**src/rtl/seq_divider4.sv**
```systemverilog
// 4-bit unsigned restoring divider: one quotient bit per clock, MSB first.
// A zero divisor bypasses the iteration and reports q=4'hF, r=dividend.
module seq_divider4 (
    input  logic       clk,
    input  logic       rst_n,
    input  logic       start,
    input  logic [3:0] dividend,
    input  logic [3:0] divisor,
    output logic [3:0] q,
    output logic [3:0] r,
    output logic       busy,
    output logic       done,
    output logic       div_by_zero
);

    typedef enum logic [1:0] {
        IDLE = 2'd0,
        CALC = 2'd1,
        DONE = 2'd2
    } state_t;

    state_t     state_q, state_d;
    logic [3:0] dvd_q, dvd_d;
    logic [3:0] dvs_q, dvs_d;
    logic [3:0] rem_q, rem_d;
    logic [1:0] cnt_q, cnt_d;
    logic [3:0] q_q, q_d;
    logic [3:0] r_q, r_d;
    logic       busy_q, busy_d;
    logic       done_q, done_d;
    logic       dbz_q, dbz_d;
    logic [7:0] step_s;

    // One restoring step. Returns {next partial remainder, next dividend/quotient shift register}.
    // The stored remainder is always below the divisor, so its 5th bit is always zero and is not kept.
    function automatic logic [7:0] restore_step(input logic [3:0] rem,
                                                input logic [3:0] dvd,
                                                input logic [3:0] dvs);
        logic [4:0] shifted;
        logic [4:0] trial;
        shifted = {rem, dvd[3]};
        trial   = shifted + ~{1'b0, dvs} + 5'd1;
        if (trial[4] == 1'b0) begin
            restore_step = {trial[3:0], dvd[2:0], 1'b1};
        end else begin
            restore_step = {shifted[3:0], dvd[2:0], 1'b0};
        end
    endfunction

    assign step_s = restore_step(rem_q, dvd_q, dvs_q);

    // Next-state and next-output logic for the divider FSM.
    always_comb begin
        state_d = state_q;
        dvd_d   = dvd_q;
        dvs_d   = dvs_q;
        rem_d   = rem_q;
        cnt_d   = cnt_q;
        q_d     = q_q;
        r_d     = r_q;
        busy_d  = busy_q;
        done_d  = 1'b0;
        dbz_d   = dbz_q;
        case (state_q)
            IDLE: begin
                if (start == 1'b1) begin
                    busy_d = 1'b1;
                    if (divisor != 4'd0) begin
                        state_d = CALC;
                        dvd_d   = dividend;
                        dvs_d   = divisor;
                        rem_d   = 4'd0;
                        cnt_d   = 2'd3;
                    end else begin
                        state_d = DONE;
                        q_d     = 4'hF;
                        r_d     = dividend;
                        dbz_d   = 1'b1;
                        done_d  = 1'b1;
                    end
                end else begin
                    state_d = IDLE;
                    busy_d  = 1'b0;
                end
            end
            CALC: begin
                rem_d = step_s[7:4];
                dvd_d = step_s[3:0];
                // The last step's result goes straight to the outputs so done lines up with valid q/r.
                if (cnt_q == 2'd0) begin
                    state_d = DONE;
                    q_d     = step_s[3:0];
                    r_d     = step_s[7:4];
                    dbz_d   = 1'b0;
                    done_d  = 1'b1;
                end else begin
                    cnt_d = cnt_q - 2'd1;
                end
            end
            DONE: begin
                state_d = IDLE;
                busy_d  = 1'b0;
            end
            default: begin
                state_d = IDLE;
                busy_d  = 1'b0;
            end
        endcase
    end

    // State and output registers with asynchronous clear.
    always_ff @(posedge clk or negedge rst_n) begin
        if (!rst_n) begin
            state_q <= IDLE;
            dvd_q   <= 4'd0;
            dvs_q   <= 4'd0;
            rem_q   <= 4'd0;
            cnt_q   <= 2'd0;
            q_q     <= 4'd0;
            r_q     <= 4'd0;
            busy_q  <= 1'b0;
            done_q  <= 1'b0;
            dbz_q   <= 1'b0;
        end else begin
            state_q <= state_d;
            dvd_q   <= dvd_d;
            dvs_q   <= dvs_d;
            rem_q   <= rem_d;
            cnt_q   <= cnt_d;
            q_q     <= q_d;
            r_q     <= r_d;
            busy_q  <= busy_d;
            done_q  <= done_d;
            dbz_q   <= dbz_d;
        end
    end

    assign q           = q_q;
    assign r           = r_q;
    assign busy        = busy_q;
    assign done        = done_q;
    assign div_by_zero = dbz_q;

endmodule

```
**config.mk**
```make
export PLATFORM = sky130hd
export DESIGN_NAME = seq_divider4
export DESIGN_NICKNAME = d
export VERILOG_FILES = /design/src/rtl/seq_divider4.sv
export SDC_FILE = /design/constraint.sdc
export NUM_CORES = 1
export LEC_CHECK = 0
export CAP_MARGIN = 20
export CORE_ASPECT_RATIO = 1.1
export CORE_MARGIN = 4
export CORE_UTILIZATION = 40
export DETAILED_ROUTE_END_ITERATION = 10
export GPL_TIMING_DRIVEN = 0
export SKIP_LAST_GASP = 1
export SYNTH_ARGS = -nofsm -noshare
export SYNTH_HDL_FRONTEND = slang
export SYNTH_SLANG_ARGS = --single-unit
export TNS_END_PERCENT = 20
```
**constraint.sdc**
```tcl
create_clock -name clk -period 4.4 [get_ports clk]
set_clock_uncertainty 0.05 [all_clocks]
set_input_delay 0.44 -clock clk [delete_from_list [all_inputs] [get_ports clk]]
set_output_delay 0.44 -clock clk [all_outputs]
set_load 0.02 [all_outputs]
```
Fig. 1: run 1, clock wires, drivers and flops
Scale bar: 20 um.
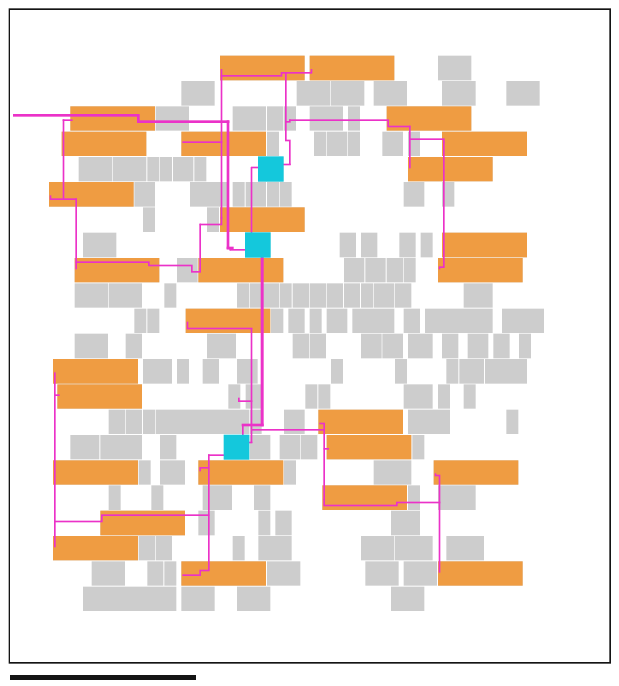
clock drivers: drawn in cyan, count 3. flip-flops: drawn in orange, count 27. clock wires: drawn in magenta, length 317 um.
There are 4 routed clock nets. Position of the flops: all over the die.
clock group power: 0.106 mW
worst skew pair latency: 320 ps

Fig. 2: run 1, cell classes on the final placement
Fill, decap, tap and diode cells in gray.
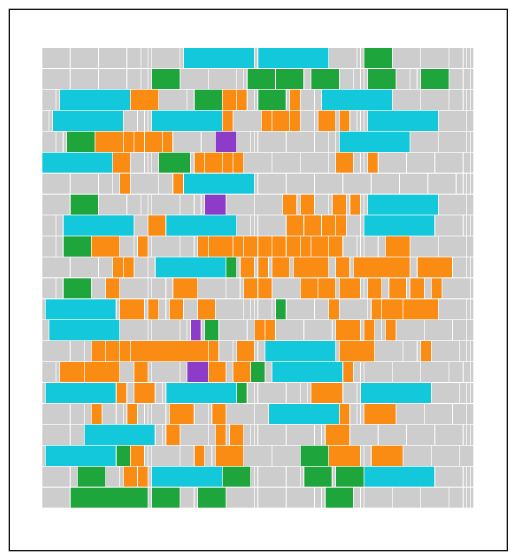
sequential cells: drawn in cyan, cells 27, share of their area 40%. combinational and other logic: drawn in orange, cells 113, share of their area 41%. remaining buffers and delay cells: drawn in green, cells 29, share of their area 16%. clock drivers and dummy loads: drawn in purple, cells 4, share of their area 1.6%.
post-route cell area: 0.001729 mm2
core area: 0.003358 mm2
Util after Layout: 51.49%

==> reports/metrics.yaml, run 1 <==
final_nets: 191
antenna_found_initial: 0
setup.worst_path.end: "rem_q[3]"
slew_headroom_pct: 64.81
grtUsageMet1_pct: 19.47
hold_viol: 0
seq_area_um2: 675.6
max_stage_delay_ps: 400
area_growth_pct: 23.06
wl_met3_um: 44
seq-power_mw: 0.438
dpl-instance-area_mm2: 0.001703
io_buffers: 21
cts.clk_slew.worst_paths_ps: 140
grt_pass1_vias: 1122
internal-power_mw: 0.7876
netlist_area_mm2: 0.001405
dieHeight_um: 70.16
num_rows: 22
holdBufCountCts: 0
p_total_mw: 1.423
postSynthSeqShare_pct: 48.09
status: "finished, final reports clean"
drtIter0Drc: 66
grt_max_degree: 19
inv_count: 10
cp_slowest_cell: "dfrtp_1"
yosys.cell_count.top_type: "dfrtp_1"
period_needed_ps: 2322
hpwlAfterDp_um: 2255
ff_type: "dfrtp_1"
simple_gate_share_pct: 19.86
pin_count: 22
startpoint: "dvd_q[3]"
ys_sh_mux_pct: 3.117
grt_pass1_wl_um: 5112
adder_share_pct: 5.877
comb_power_share_pct: 61.7
yosysTopAreaCell: "dfrtp_1"
logic_family: "simple AND/OR/NAND/NOR gates"
clock_area_share_pct: 1.520
ant_nets: 0
comb-power_mw: 0.879
setup_ws_ps: 2078
crit_fanout: 5
lay_top_count: "dfrtp_1"
drv_slew: 0
flops: 27
top_cells_by_count: "27 x dfrtp_1, 17 x nor2_1, 16 x nand2_1"
cp.required_ps: 4550
ff2ff_setup_slack_ps: 2080
worst_path_dominant_cell_family: "adder cells"
compound_area_share_pct: 15.85
grtUsageMet3_pct: 1.447
p_switching_mw: 0.6353
combGateArea_um2: 654.4
post_cts.repair.setup_buffers: 0
rsz0062_at_grt: "false"
fmax_mhz: 430.6
cellPowerDensity_mw_per_mm2: 822.9
ys_cells: 147
setup_tns_ps: 0
hold_ws_ps: 393.8
placed_cells: 217
htreeDepth: 1
clkSinkCount: 27
m1WireLength_um: 1355
largestPowerGroup: "combinational cells"
floorplanUtilization_pct: 41.84
n_tap_cell: 48
crit_top_cell: "nand2b_1"
grt_busiest_layer: "met2"
cp.arrival_ps: 2470
synth_cell_type_count: 33
wl_met2_um: 1405
drive_above_1_share_pct: 9.827
r2r_start: "dvd_q[3]"
preCtsSetupSlack_ps: 2046
edf_count: 0
warnings: 26
synthTopCellsByArea: "dfrtp_1 48%, nor2_1 4.5%, ha_1 4.5%"
xor_share_pct: 1.870
drtPass1Iterations: 4
comb_area_share_pct: 37.84
cts_made_buffers: 3
place.gp.congestion: 0.8637
reg2reg_depth: 8
cap_violations: 0
seqAreaFraction_pct: 39.07
p_clk_share_pct: 7.5
comb.multi_input.count: 103
grt_overflow_total: 0
top_cell_area_share_pct: 48.09
num-nonclk-buffers: 29
ys.flops: 27
rr_endpoint: "rem_q[3]"
die_w_um: 64.51
dominant_cells: "sequential cells"
crit_path_end_kind: "flip-flop"
buffer_area_share_pct: 15.92
path_cells: "inv_1 -> ha_1 -> fa_1 -> nand2b_1 -> a21o_1 -> xnor2_1 -> nand2b_1 -> o221ai_1"
num_antenna_cells: 0
async_flop_share_pct: 100.0
cts_tree: "yes"
worstSetupPathType: "reg2reg"
peakVddDrop_mv: 0.3418
ys_area_mm2: 0.001405
syn_area_per_cell_um2: 9.558
cp_num_buf_inv: 1
viasPerCell: 5.090
grtUsageMet2_pct: 23.17
switching_share_pct: 44.65
synthCells: 147
finalSetupViolCount: 0
ys_warn_count: 0
cts_resized: 0
n_fill_cell: 332
root_buffer: "clkbuf_4"
cts_max_path_buffers: 2
routed.top_layer: "met4"
power_leakage_nw: 0.7462
crit_path_start_kind: "flip-flop"
hp-class: "in2async"
fin_cells: 221
die_area_mm2: 0.004526
power_frac_seq_pct: 30.8
n_clock_buffer: 4
period_used_pct: 52.78
worst_slew_pin_slew_ps: 526.1
crit_cells: 8
drc_errors: 0
layout.cells.most_common_list: "27 x dfrtp_1, 21 x clkdlybuf4s50_1, 17 x nor2_1"
fp_nets: 164
Fig. 3: run 1, signal wires by layer
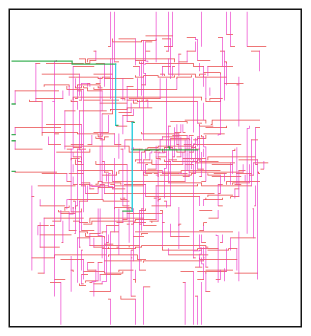
metal 1: drawn in red, wire length 1,360 um. metal 4: drawn in cyan, wire length 33.3 um. metal 3: drawn in green, wire length 44.1 um. metal 2: drawn in magenta, wire length 1,410 um.
Post-Route WL: 2838 um
routed vias: 1,125
GRT Util Overall: 14.09%
WL/cell: 12.84 um

Fig. 4: run 1, pin map
Pins as bars across the die edge, other pins in gray.
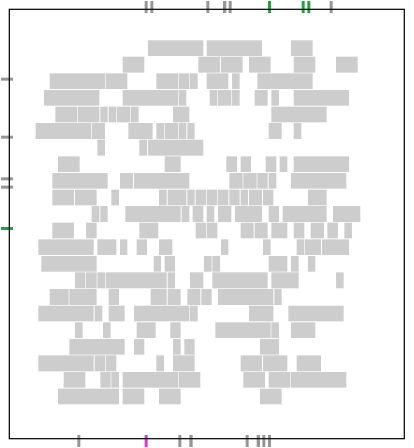

--- run 2 (diff from run 1) ---
==> constraint.sdc (replaced) <==
create_clock -name clk -period 2 [get_ports clk]
set_clock_uncertainty 0.05 [all_clocks]
set_input_delay 0.2 -clock clk [delete_from_list [all_inputs] [get_ports clk]]
set_output_delay 0.2 -clock clk [all_outputs]
set_load 0.02 [all_outputs]
Fig. 5: run 2, pin map
Pins as bars across the die edge, other pins in gray.
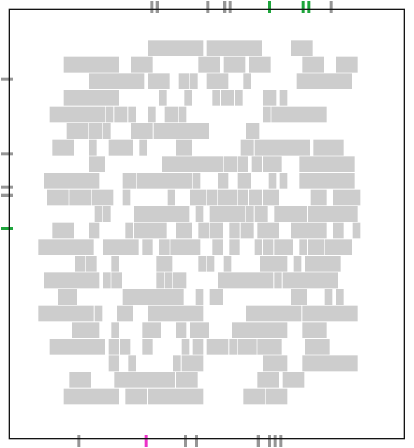
`div_by_zero`: drawn in magenta, pins 1, direction output, edge bottom. `r`: drawn in green, pins 4, direction output, edge 3 top, 1 left.
All pins by edge: 9 top, 8 bottom, 5 left.
# port buffers: 21
Die Ht: 70.16 um
Die Wd: 64.51 um

Fig. 6: run 2, signal wires by layer
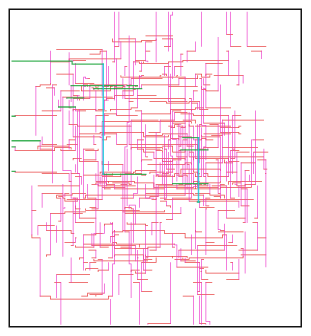
metal 3: drawn in green, wire length 87.8 um. metal 1: drawn in red, wire length 1,480 um. metal 4: drawn in cyan, wire length 38.8 um. metal 2: drawn in magenta, wire length 1,570 um.
WL/cell: 14.05 um
GRT Util Overall: 15.23%

==> run 2 against run 1 <==
Clock power grew 120%. Design area up 9.0%. Clock-buffer cell count unchanged. Sequential share of layout area down 3.2 points. Register-to-register slack worse by 2100 ps. Core utilization increased by 4.6 points. Setup slack worse by 2100 ps. Combinational power rose to 2.9 times the previous value. Non-clock buffer count is 5 higher. Hold slack worse by 240 ps. Critical path depth fell by 1. Power rose to 2.6 times the previous value. Critical endpoint is now r[1].
==> reports/metrics.yaml, run 2 <==
yosys.cell_count.top_type: "dfrtp_1"
preCtsSetupSlack_ps: -220.0  # -2266 ps
max_stage_delay_ps: 440  # +40 ps
cts_max_path_buffers: 2  # unchanged
setup.worst_path.end: "r[1]"
worst_path_dominant_cell_family: "adder cells"
peakVddDrop_mv: 0.8197  # +140%
crit_cells: 7  # -1
hpwlAfterDp_um: 2326  # +3.1%
ys_warn_count: 0  # unchanged
startpoint: "dvd_q[3]"
pin_count: 22  # unchanged
core_area_mm2: 0.003358  # unchanged
edf_count: 0  # unchanged
hp-class: "in2async"
ys_cells: 147  # unchanged
holdBufCountCts: 0  # unchanged
setup_ws_ps: 0.5036  # -2077 ps
num-nonclk-buffers: 34  # +17%
yosysTopAreaCell: "dfrtp_1"
crit_fanout: 2  # -3
grt_max_degree: 19  # unchanged
period_needed_ps: 1999  # -322.8 ps
switching_share_pct: 44.74  # +0.092 points
final_nets: 196  # +2.6%
drive_above_1_share_pct: 21.91  # +12 points
cts_made_buffers: 3  # unchanged
ys_sh_mux_pct: 3.117  # unchanged
m1WireLength_um: 1479  # +9.2%
grtUsageMet1_pct: 20.92  # +1.4 points
synthCells: 147  # unchanged
xor_share_pct: 1.870  # unchanged
internal-power_mw: 2.065  # +160%
power_frac_seq_pct: 26.1  # -4.7 points
crit_path_end_kind: "flip-flop"
p_total_mw: 3.737  # +160%
power_leakage_nw: 0.7976  # +6.9%
clock_latency_ps: 320  # about the same
drv_slew: 0  # unchanged
warnings: 28  # +7.7%
placed_cells: 217  # unchanged
setup_tns_ps: 0  # unchanged
slew_headroom_pct: 64.04  # -0.77 points
num_antenna_cells: 0  # unchanged
flops: 27  # unchanged
r2r_start: "dvd_q[3]"
post_cts.repair.setup_buffers: 5  # +5
ys_area_mm2: 0.001405  # unchanged
grtUsageMet2_pct: 24.31  # +1.1 points
top_cells_by_count: "27 x dfrtp_1, 17 x nor2_1, 16 x nand2_1"
worst_slew_pin_slew_ps: 539.4  # +13.24 ps
worstSetupPathType: "reg2reg"
die_area_mm2: 0.004526  # unchanged
period_used_pct: 99.97  # +47 points
ys.flops: 27  # unchanged
n_fill_cell: 325  # -2.1%
top_cell_area_share_pct: 48.09  # unchanged
compound_area_share_pct: 15.85  # unchanged
ff2ff_setup_slack_ps: 0.5  # -2080 ps
rr_endpoint: "r[1]"
routed.top_layer: "met4"
grt_pass1_wl_um: 5492  # +7.4%
p_clk_share_pct: 6.2  # -1.3 points
cts.clk_slew.worst_paths_ps: 140  # about the same
vias: 1184  # +5.2%
buffer_area_share_pct: 16.60  # +0.68 points
adder_share_pct: 5.877  # unchanged
cts_resized: 8  # +8
seqAreaFraction_pct: 35.86  # -3.2 points
hold_ws_ps: 154.1  # -239.7 ps
wl_met2_um: 1570  # +12%
antenna_found_initial: 0  # unchanged
ff_type: "dfrtp_1"
hold_viol: 0  # unchanged
p_switching_mw: 1.672  # +160%
p_clk_mw: 0.232  # +120%
rsz0062_at_grt: "true"
fin_area_mm2: 0.001884  # +9.0%
finish.utilization_pct: 56.11  # +4.6 points
place.gp.congestion: 0.8696  # +0.68%
grt_busiest_layer: "met2"
logic_family: "simple AND/OR/NAND/NOR gates"
wl_met3_um: 87  # +98%
crit_path_start_kind: "flip-flop"
seq-power_mw: 0.975  # +120%
cts_tree: "yes"
reg2reg_depth: 7  # -1
comb.multi_input.count: 103  # unchanged
drtPass1Iterations: 4  # unchanged
cp_num_buf_inv: 1  # unchanged
clock_area_share_pct: 1.394  # -0.13 points
path_cells: "inv_2 -> ha_4 -> fa_2 -> or3_1 -> a21oi_2 -> nor3_2 -> a31oi_1"
cp.required_ps: 2200  # -2350 ps
syn_area_per_cell_um2: 9.558  # unchanged
viasPerCell: 5.239  # +2.9%
n_clock_buffer: 4  # unchanged
cap_violations: 0  # unchanged
grtUsageMet3_pct: 2.572  # +1.1 points
cp_slowest_cell: "fa_2"
comb_area_share_pct: 40.97  # +3.1 points
status: "finished, final reports clean"
cellPowerDensity_mw_per_mm2: 1983  # +140%
seq_area_um2: 675.6  # unchanged
floorplanUtilization_pct: 41.84  # unchanged
dpl-instance-area_mm2: 0.001710  # +0.44%
postSynthSeqShare_pct: 48.09  # unchanged
clkSinkCount: 27  # unchanged
n_tap_cell: 48  # unchanged
drc_errors: 0  # unchanged
netlist_area_mm2: 0.001405  # unchanged
synthTopCellsByArea: "dfrtp_1 48%, nor2_1 4.5%, ha_1 4.5%"
inv_count: 10  # unchanged
comb-power_mw: 2.53  # +190%
dominant_cells: "logic gates"
async_flop_share_pct: 100.0  # unchanged
synth_cell_type_count: 33  # unchanged
lay_top_count: "dfrtp_1"
Fig. 7: run 2, clock wires, drivers and flops
Scale bar: 20 um.
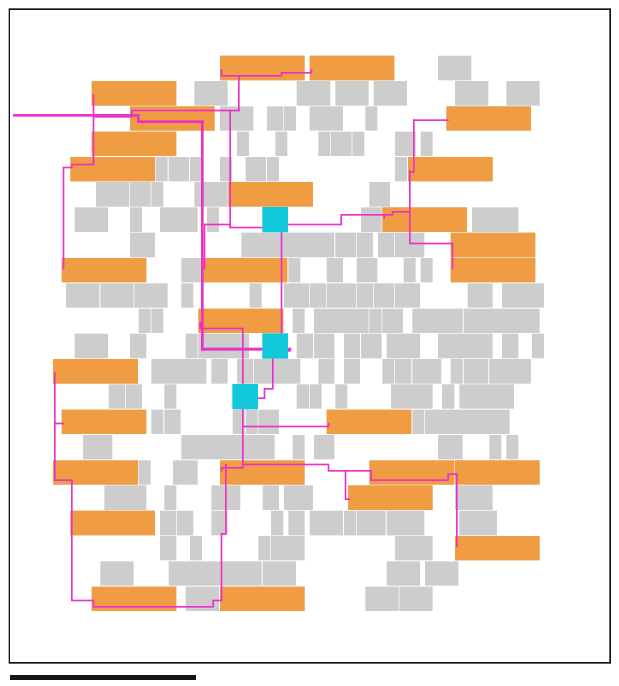

--- run 3 (diff from run 2) ---
--- a/config.mk
+++ b/config.mk
@@ -10,7 +10,6 @@
 export CORE_MARGIN = 4
 export CORE_UTILIZATION = 40
 export DETAILED_ROUTE_END_ITERATION = 10
-export GPL_TIMING_DRIVEN = 0
 export SKIP_LAST_GASP = 1
 export SYNTH_ARGS = -nofsm -noshare
 export SYNTH_HDL_FRONTEND = slang
Fig. 8: run 3, clock wires, drivers and flops
Scale bar: 20 um.
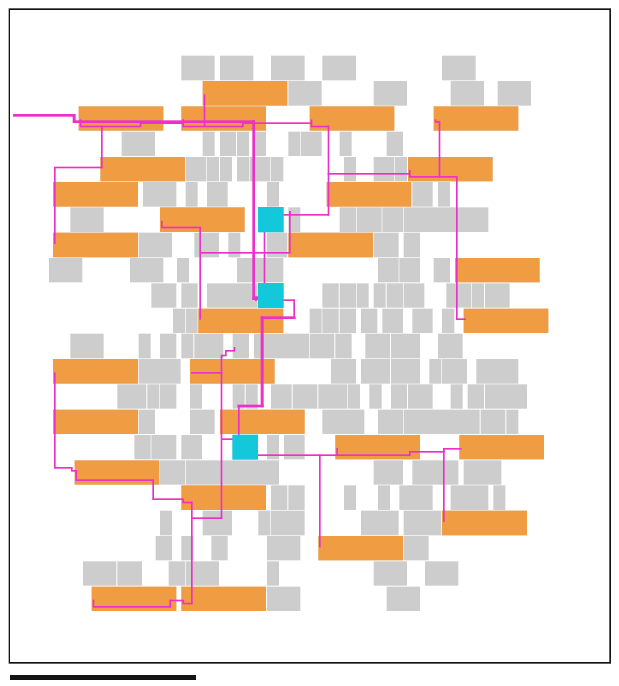
clock wires: drawn in magenta, length 333 um. clock drivers: drawn in cyan, count 3. flip-flops: drawn in orange, count 27.
Position of the flops: all over the die.
Clock power frac: 6.7%
worst skew pair latency: 330 ps
clock group power: 0.242 mW

Fig. 9: run 3, signal wires by layer
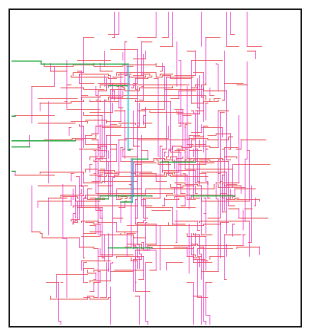
metal 2: drawn in magenta, wire length 1,540 um. metal 3: drawn in green, wire length 97.5 um. metal 1: drawn in red, wire length 1,430 um. metal 4: drawn in cyan, wire length 28.6 um.
GRT Util Overall: 15.14%
WL/cell: 13.45 um
routed vias: 1,174
Post-Route WL: 3094 um

==> run 3 against run 2 <==
The flow now finishes with violations (setup timing). Area after synthesis did not move. Non-clock buffer count increased by 4. Cell count up 1.8%. Maximum frequency is 2.4% lower. Sequential power rose by 7%. Power fell by 3.8%. Critical path depth did not move. First-iteration DRC count rose by 4.7%. Via count decreased by 0.84%. Clock power rose by 4%. Highest routed layer unchanged.
==> reports/metrics.yaml, run 3 <==
buffer_area_share_pct: 18.32  # +1.7 points
reg2reg_depth: 7  # unchanged
lay_top_count: "dfrtp_1"
pin_count: 22  # unchanged
yosys.cell_count.top_type: "dfrtp_1"
worst_slew_pin_slew_ps: 788.2  # +248.8 ps
place.gp.congestion: 0.8430  # -3.1%
comb_area_share_pct: 38.26  # -2.7 points
p_switching_mw: 1.555  # -7.0%
r2r_start: "dvs_q[0]"
drtPass1Iterations: 4  # unchanged
num_antenna_cells: 0  # unchanged
cts_tree: "yes"
ys_area_mm2: 0.001405  # unchanged
grt_pass1_vias: 1176
wl_met2_um: 1543  # -1.7%
fin_area_mm2: 0.001844  # -2.1%
top_cells_by_count: "27 x dfrtp_1, 17 x nor2_1, 16 x nand2_1"
die_area_mm2: 0.004526  # unchanged
die_w_um: 64.51  # unchanged
synthTopCellsByArea: "dfrtp_1 48%, nor2_1 4.5%, ha_1 4.5%"
power_frac_seq_pct: 28.8  # +2.7 points
floorplanUtilization_pct: 41.84  # unchanged
cts.clk_slew.worst_paths_ps: 150  # about the same
clkSinkCount: 27  # unchanged
clock_area_share_pct: 1.493  # +0.098 points
async_flop_share_pct: 100.0  # unchanged
hpwlAfterDp_um: 2234  # -3.9%
cts_resized: 7  # -1
yosysTopAreaCell: "dfrtp_1"
period_needed_ps: 2049  # +49.69 ps
p_total_mw: 3.595  # -3.8%
violations: "setup timing"
switching_share_pct: 43.24  # -1.5 points
comb-power_mw: 2.32  # -8.3%
crit_fanout: 5  # +3
n_clock_buffer: 3  # -1
m1WireLength_um: 1425  # -3.7%
finalSetupViolCount: 3
hp-class: "in2async"
io_buffers: 21  # unchanged
preCtsSetupSlack_ps: -107.6  # +112.4 ps
worst_path_dominant_cell_family: "adder cells"
core_area_mm2: 0.003358  # unchanged
crit_path_start_kind: "flip-flop"
flops: 27  # unchanged
cellPowerDensity_mw_per_mm2: 1949  # -1.7%
setup_tns_ps: -76.23  # -76.23 ps
dominant_cells: "logic gates"
cp.required_ps: 2160  # -40 ps
period_used_pct: 102.5  # +2.5 points
setup.worst_path.end: "r[3]"
cts_made_buffers: 3  # unchanged
hold_ws_ps: 167.6  # +13.50 ps
grt_max_degree: 28  # +9
crit_cells: 7  # unchanged
ff2ff_setup_slack_ps: -50  # -50 ps
edf_count: 0  # unchanged
cts_max_path_buffers: 2  # unchanged
grtUsageMet2_pct: 24.20  # -0.11 points
seq-power_mw: 1.04  # +7%
viasPerCell: 5.104  # -2.6%
inv_count: 10  # unchanged
num-nonclk-buffers: 38  # +12%
xor_share_pct: 1.870  # unchanged
post_cts.repair.setup_buffers: 3  # -2
wl_met3_um: 97  # +11%
rr_endpoint: "r[3]"
n_tap_cell: 48  # unchanged
ys.flops: 27  # unchanged
ys_sh_mux_pct: 3.117  # unchanged
dieHeight_um: 70.16  # unchanged
crit_path_end_kind: "flip-flop"
peakVddDrop_mv: 0.9448  # +15%
grtUsageMet1_pct: 21.22  # +0.30 points
max_stage_delay_ps: 450  # about the same
dpl-instance-area_mm2: 0.001743  # +1.9%
comb.multi_input.count: 103  # unchanged
power_leakage_nw: 0.8128  # +1.9%
antenna_found_initial: 0  # unchanged
setup_ws_ps: -49.19  # -49.69 ps
syn_area_per_cell_um2: 9.558  # unchanged
warnings: 27  # -3.6%
final_nets: 200  # +2.0%
ys_cells: 147  # unchanged
finish.utilization_pct: 54.92  # -1.2 points
slew_headroom_pct: 47.26  # -17 points
postSynthSeqShare_pct: 48.09  # unchanged
hold_viol: 0  # unchanged
ys_warn_count: 0  # unchanged
cp_slowest_cell: "dfrtp_1"
holdBufCountCts: 0  # unchanged
worstSetupPathType: "reg2reg"
path_cells: "ha_4 -> fa_2 -> nand2b_4 -> a21o_1 -> xnor2_2 -> nand2b_4 -> a41oi_1"
drive_above_1_share_pct: 21.43  # -0.48 points
compound_area_share_pct: 15.85  # unchanged
cp_num_buf_inv: 0  # -1
rsz0062_at_grt: "true"
adder_share_pct: 5.877  # unchanged
routed.top_layer: "met4"
seq_area_um2: 675.6  # unchanged
netlist_area_mm2: 0.001405  # unchanged
n_fill_cell: 329  # +1.2%
status: "finished, violations left"
grtUsageMet3_pct: 2.251  # -0.32 points
placed_cells: 222  # +2.3%
grt_pass1_wl_um: 5444  # -0.87%
Power is estimated from default activity; no workload was simulated.
